## src/rtl/fetch_pkg.sv

```systemverilog
// Shared definitions for the instruction fetch unit.
//   fetch_state_e : fetch FSM states (boot, running, holding a buffered response)
//   NOP_INSTR     : instruction presented on if_instr out of reset (addi x0,x0,0)
//   PC_STEP       : byte increment between sequential fetches
//   align_pc()    : forces a byte address onto a word boundary
package fetch_pkg;

  typedef enum logic [1:0] {
    S_BOOT = 2'd0,
    S_RUN  = 2'd1,
    S_HOLD = 2'd2
  } fetch_state_e;

  localparam logic [31:0] NOP_INSTR = 32'h0000_0013;
  localparam logic [31:0] PC_STEP   = 32'd4;

  function automatic logic [31:0] align_pc(input logic [31:0] pc);
    return {pc[31:2], 2'b00};
  endfunction

endpackage

```

## src/rtl/fetch_skid_buf.sv

```systemverilog
// One-entry hold buffer for a memory response that arrives while decode is
// stalled.
//   clk, rst       : clock, synchronous active-low reset
//   i_load         : capture (i_load_pc, i_load_instr) and mark valid
//   i_drain        : entry consumed; clear valid
//   i_flush        : discard entry (redirect); wins over load and drain
//   o_valid        : entry holds a response not yet passed to decode
//   o_pc, o_instr  : buffered PC and instruction word
module fetch_skid_buf
  import fetch_pkg::*;
(
  input  logic        clk,
  input  logic        rst,
  input  logic        i_load,
  input  logic        i_drain,
  input  logic        i_flush,
  input  logic [31:0] i_load_pc,
  input  logic [31:0] i_load_instr,
  output logic        o_valid,
  output logic [31:0] o_pc,
  output logic [31:0] o_instr
);

  logic        r_valid;
  logic [31:0] r_pc;
  logic [31:0] r_instr;

  always_ff @(posedge clk) begin
    if (!rst) begin
      r_valid <= 1'b0;
      r_pc    <= 32'd0;
      r_instr <= NOP_INSTR;
    end else if (i_flush) begin
      r_valid <= 1'b0;
    end else if (i_load) begin
      r_valid <= 1'b1;
      r_pc    <= i_load_pc;
      r_instr <= i_load_instr;
    end else if (i_drain) begin
      r_valid <= 1'b0;
    end
  end

  assign o_valid = r_valid;
  assign o_pc    = r_pc;
  assign o_instr = r_instr;

endmodule

```

## src/rtl/fetch_unit.sv

```systemverilog
// Instruction fetch unit: issues one word read per cycle to instruction memory
// (single-cycle response latency), registers the response for decode, holds
// its output under decode stall, and restarts at a redirect target.
//
// Handshake: a decode-stage instruction is transferred when if_valid=1 and
// stall=0 in the same cycle; while stall=1 the if_* outputs are held and no new
// request is issued, so at most one response (parked in the hold buffer) can
// be outstanding across a stall.
//
//   clk, rst                 : clock, synchronous active-low reset
//   stall                    : decode cannot accept this cycle
//   redirect_valid/pc        : restart fetch at redirect_pc (word aligned)
//   imem_request/we_re/mask  : memory request (always a full-word read)
//   imem_address             : word address = pc_q[9:2] (wraps at 256 words)
//   imem_valid/data          : memory response, one cycle after the request
//   if_valid/pc/instr        : registered instruction to decode
//   dbg_state                : current FSM state (fetch_state_e encoding)
module fetch_unit
  import fetch_pkg::*;
#(
  parameter logic [31:0] RESET_PC = 32'h0000_0000
) (
  input  logic        clk,
  input  logic        rst,
  input  logic        stall,
  input  logic        redirect_valid,
  input  logic [31:0] redirect_pc,
  output logic        imem_request,
  output logic        imem_we_re,
  output logic [3:0]  imem_mask,
  output logic [7:0]  imem_address,
  input  logic        imem_valid,
  input  logic [31:0] imem_data,
  output logic        if_valid,
  output logic [31:0] if_pc,
  output logic [31:0] if_instr,
  output logic [1:0]  dbg_state
);

  fetch_state_e r_state;
  logic [31:0]  r_pc_q;
  logic [31:0]  r_inflight_pc;
  logic         r_if_valid;
  logic [31:0]  r_if_pc;
  logic [31:0]  r_if_instr;

  logic         w_active;
  logic         w_redirect;
  logic         w_issue;
  logic         w_hb_load;
  logic         w_hb_drain;
  logic         w_hb_valid;
  logic [31:0]  w_hb_pc;
  logic [31:0]  w_hb_instr;

  // Redirect is ignored in S_BOOT; otherwise it overrides stall.
  assign w_active   = rst && (r_state != S_BOOT);
  assign w_redirect = w_active && redirect_valid;
  assign w_issue    = w_active && !redirect_valid && !stall;

  // A response landing during a stall is parked; it is released on the first
  // unstalled cycle in S_HOLD.
  assign w_hb_load  = w_active && !redirect_valid && stall &&
                      (r_state == S_RUN) && imem_valid;
  assign w_hb_drain = w_active && !redirect_valid && !stall &&
                      (r_state == S_HOLD);

  fetch_skid_buf u_hold_buf (
    .clk          (clk),
    .rst          (rst),
    .i_load       (w_hb_load),
    .i_drain      (w_hb_drain),
    .i_flush      (w_redirect),
    .i_load_pc    (r_inflight_pc),
    .i_load_instr (imem_data),
    .o_valid      (w_hb_valid),
    .o_pc         (w_hb_pc),
    .o_instr      (w_hb_instr)
  );

  always_ff @(posedge clk) begin
    if (!rst) begin
      r_state       <= S_BOOT;
      r_pc_q        <= RESET_PC;
      r_inflight_pc <= 32'd0;
      r_if_valid    <= 1'b0;
      r_if_pc       <= 32'd0;
      r_if_instr    <= NOP_INSTR;
    end else if (r_state == S_BOOT) begin
      // Any response arriving here belongs to a pre-reset request.
      r_state <= S_RUN;
    end else if (redirect_valid) begin
      r_if_valid <= 1'b0;
      r_pc_q     <= align_pc(redirect_pc);
      r_state    <= S_RUN;
    end else if (stall) begin
      if ((r_state == S_RUN) && imem_valid) begin
        r_state <= S_HOLD;
      end
    end else begin
      r_inflight_pc <= r_pc_q;
      r_pc_q        <= r_pc_q + PC_STEP;
      if ((r_state == S_HOLD) && w_hb_valid) begin
        r_if_valid <= 1'b1;
        r_if_pc    <= w_hb_pc;
        r_if_instr <= w_hb_instr;
        r_state    <= S_RUN;
      end else if (r_state == S_HOLD) begin
        r_if_valid <= 1'b0;
        r_state    <= S_RUN;
      end else if (imem_valid) begin
        r_if_valid <= 1'b1;
        r_if_pc    <= r_inflight_pc;
        r_if_instr <= imem_data;
      end else begin
        r_if_valid <= 1'b0;
      end
    end
  end

  assign imem_request = w_issue;
  assign imem_we_re   = 1'b0;
  assign imem_mask    = 4'b1111;
  assign imem_address = r_pc_q[9:2];

  assign if_valid  = r_if_valid;
  assign if_pc     = r_if_pc;
  assign if_instr  = r_if_instr;
  assign dbg_state = r_state;

endmodule

```

## config.mk

```make
export PLATFORM = sky130hd
export DESIGN_NAME = fetch_unit
export DESIGN_NICKNAME = d
export VERILOG_FILES = /design/src/rtl/fetch_pkg.sv /design/src/rtl/fetch_skid_buf.sv /design/src/rtl/fetch_unit.sv
export SDC_FILE = /design/constraint.sdc
export NUM_CORES = 1
export LEC_CHECK = 0
export ABC_AREA = 1
export ABC_CLOCK_PERIOD_IN_PS = 2270
export CAP_MARGIN = 10
export CORE_ASPECT_RATIO = 0.9
export CORE_MARGIN = 4
export CORE_UTILIZATION = 53
export CTS_CLUSTER_DIAMETER = 150
export DETAILED_ROUTE_END_ITERATION = 7
export GPL_ROUTABILITY_DRIVEN = 0
export PLACE_DENSITY = 0.78
export SKIP_LAST_GASP = 1
export SLEW_MARGIN = 10
export SYNTH_ARGS = -nofsm -noshare
export SYNTH_HDL_FRONTEND = slang
export SYNTH_SLANG_ARGS = --single-unit
```

## constraint.sdc

```tcl
create_clock -name clk -period 2.27 [get_ports clk]
set_clock_uncertainty 0.15 [all_clocks]
set_input_delay 0.227 -clock clk [delete_from_list [all_inputs] [get_ports clk]]
set_output_delay 0.227 -clock clk [all_outputs]
set_load 0.1 [all_outputs]
```

**The clock network**

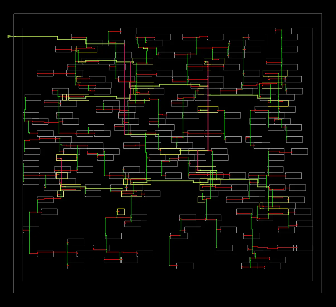
count of sequential standard cells: 188
clock buf count: 19
clock-net power: 0.00289 W
Inserted Clock Buffers: 17
number of sinks on the clock net: 188

**Sequential cells grouped by signal name**

The bar under the picture is 50 um long. Other sequential cells in the stronger grey, the rest of the logic in the fainter grey.
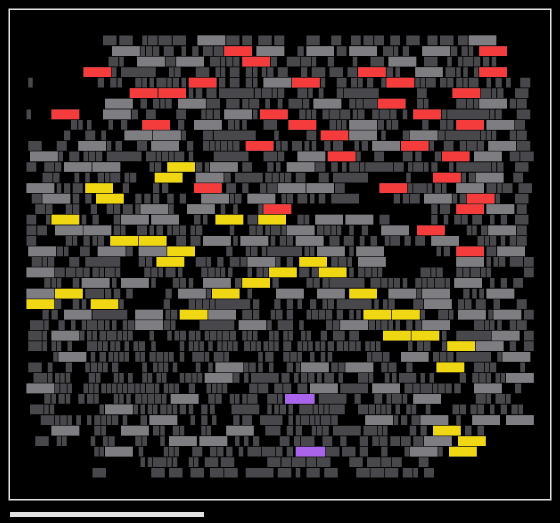
yellow -> r_inflight_pc  # flops 30
purple -> dbg_state  # flops 2
red -> u_hold_buf.o_instr  # flops 32
not coloured = 124
footprint of the flip-flops and latches: 0.00377 mm2
share of the core filled with cells in the final layout: 67.8%
Seq. pwr: 0.00351 W
flip-flop and latch share of the layout cell area: 37.1%

==> run_results.csv <==
group,metric,value,unit
power,share_clk_of_total_power,38.6,%
final_timing,setup_repair_after_global_routing_missed_its_margin,"false",
power,cellInternalPower,0.00537,W
floorplan,pin_count,150,
floorplan,die_y,126,um
yosys,top_cell_area_share,45.8,%
power,power.share.switching,28.1,%
worst_setup_path,cpMostUsedCell,"nand2_1",
power,ir_drop_worst_vdd,0.000598,V
finish,area_growth_syn_to_layout,23.5,%
place,portBuffers,140,
yosys,netlist.top_cell.by_area,"dfxtp_1",
worst_setup_path,data_arrival_at_the_endpoint_of_the_critical_path,2.19,ns
power,static-leakage-power,3.84,nW
worst_setup_path,critical_path.endpoint_type,"flop",
power,combinationalPowerShare,14.4,%
clock_tree,clock_insertion_delay_worst_skew,0.43,ns
job,drv.max_cap_violation_count,0,
drt,ant_nets,0,
finish,n_antenna_cell,0,
clock_tree,postCtsSetupRepairBufs,0,
clock_tree,htree_levels,4,
grt,grt_antenna_before_repair,0,
clock_tree,cts_root_buf,"clkbuf_16",
floorplan,design.die.area,0.0176,mm2
final_timing,worst_slew_margin_rel,56.0,%
power,power_density,735,mW/mm2
yosys,edf_count,0,
worst_setup_path,slowest_delay,0.42,ns
clock_tree,worst_setup_hold_path_clk_slew,0.07,ns
status,status,"completed",
drt,detailedRoute.firstIterationViolations,671,
worst_setup_path,critical_path_required,2.45,ns
yosys,synth-main-ff-cell,"dfxtp_1",
final_timing,final-hold-violation-count,0,
yosys,postSynthRegisterBits,188,
grt,grt_max_degree,163,
worst_hold_path,min_path_type,"in -> reg",
grt,global_route.overflow_total,0,
floorplan,floorplan.core_util,54.9,%
place,detailedPlacementHpwl,13.8,mm
worst_hold_path,min_delay_path_depth,3,
clock_tree,cts_tree,"done",
grt,grt_pass1_wl,34.4,mm
final_timing,timing.final.ws_setup,0.258,ns
yosys,syn-mean-instance-area,7.15,um2
finish,fill_cells,1337,
job,log.warning_count,32,
worst_setup_path,critical_path.top_delay_family,"simple AND/OR/NAND/NOR gates",
finish,layout_top_cell_excl_fill_tap,"nor2_1",
worst_setup_path,critical_path_buf_inv_count,2,
yosys,synth_area,0.00823,mm2
floorplan,chipWidth,139,um
yosys,synth.yosys.chip_area,0.00823,mm2
power,total_switching_power,0.00209,W
**Cell classes on the final placement**

Fill, decap, tap and diode cells in grey.
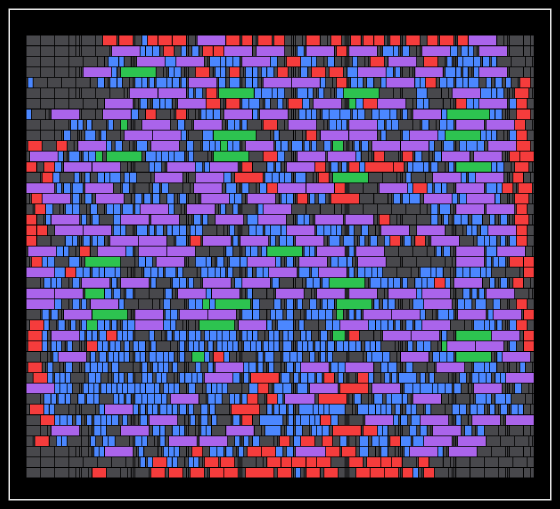
red -> other buffers and delay cells  # cells 166, share of their area 15%
green -> clock drivers and dummy loads  # cells 31, share of their area 5.7%
purple -> flip-flops  # cells 188, share of their area 38%
blue -> all other logic  # cells 875, share of their area 41%
placeable core region: 0.0150 mm2
cell area after layout: 0.0102 mm2
FP Rows: 42

**Signal wires by layer**

The bar under the picture is 50 um long. Only two layers are drawn.
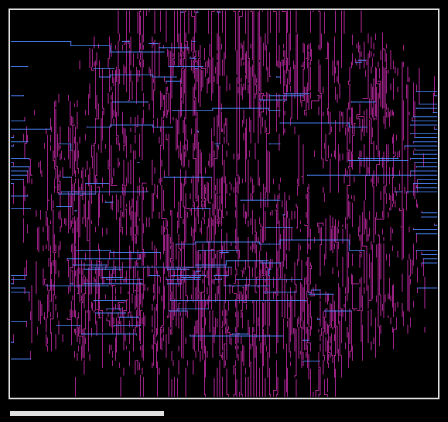
blue -> met3  # wire length 1340 um
magenta -> met2  # wire length 9950 um
DRT Wirelength: 21.0 mm
global-route usage over all layers: 23.5%
Routed wire per std cell: 14.4 um
number of vias after detailed routing: 7787

## worst register-to-register path: cells and delay by family, from the launching register on
family / cells / cell delay (ns)
AOI/OAI and AO/OA: 1 / 0.05
buffers and inverters: 2 / 0.31
DFF: 1 / 0.42
and+or+nand+nor: 7 / 0.98
## registers in the layout (all words and copies together), names as in the netlist
signal,cells
if_pc,30
r_inflight_pc,30
if_instr,32
u_hold_buf.o_instr,32
u_hold_buf.o_valid,1
if_valid,1
u_hold_buf.o_pc,30
dbg_state,2
r_pc_q,30
## power groups by stage
stage,combinational [W],clock (W),sequential [W]
floorplan,0.000488,0,0.00385
global placement,0.00106,0,0.00358
detailed placement,0.00107,0,0.00358
CTS,0.00108,0.00292,0.00351
global route,0.00115,0.00306,0.00352
finish,0.00107,0.00289,0.00351
## cell usage after synthesis, types with 7 or more instances
cell,number
nand2_1,134
nor2_1,211
buf_4,16
inv_1,96
a21oi_1,128
clkbuf_1,55
buf_2,17
o21ai_0,169
dfxtp_1,188
inv_2,7
a211oi_1,65
nand3_1,31
## worst paths after layout
path,end,slack (ns),start
worst max register to register,r_pc_q[25],0.26,r_pc_q[2]
worst min-delay path,u_hold_buf.o_instr[1],0.22,imem_data[1]
worst min register to register,u_hold_buf.o_pc[12],0.30,u_hold_buf.o_pc[12]
worst max-delay path,r_pc_q[25],0.26,r_pc_q[2]
## layout make-up
| class | count | share of cell area (%) |
|---|---|---|
| clock inverters | 12 | 1.21 |
| multi-input cells | 770 | 36.0 |
| clock buffers | 19 | 4.36 |
| flip-flops and latches | 188 | 37.1 |
| inverters | 105 | 3.90 |
| well taps | 198 | 2.44 |
| repair buffers | 166 | 15.0 |
## stage by stage
step / power [W] / area, um2 / utilization (%)
5_1_grt: 0.00773 / 10200 / 67.8
3_5_place_dp: 0.00465 / 9570 / 63.9
6_report: 0.00747 / 10200 / 67.8
3_3_place_gp: 0.00464 / 9570 / 63.9
2_1_floorplan: 0.00434 / 8250 / -
4_1_cts: 0.00751 / 10100 / 67.8
## cells by family (layout without fill, tap and decap cells)
group	after synthesis	count (layout)	share of synthesized area [%]
and+or+nand+nor	389	389	18.8
DFF	188	188	45.8
adders and majority gates	1	1	0.152
buffers and inverters	197	302	10.3
other	2	7	0.0913
AOI/OAI and AO/OA	373	373	24.9
## per-layer routing
metal	up-vias	track usage [%]	part of all wire (%)	wire (um)
li1	3975	-	-	-
met1	3540	30.6	44	9170
met2	234	38.8	47	9950
met3	38	4.78	6.4	1340
met4	0	8.46	2.4	494
met5	-	0	0	0
## repair_timing
item,4_1_cts,5_1_grt
gates resized,0,3
hold buffers,1,0
endpoints found under the hold margin,1,0
setup endpoints to repair,0,6
No activity file was given, so power comes from the tool's default toggle rates.
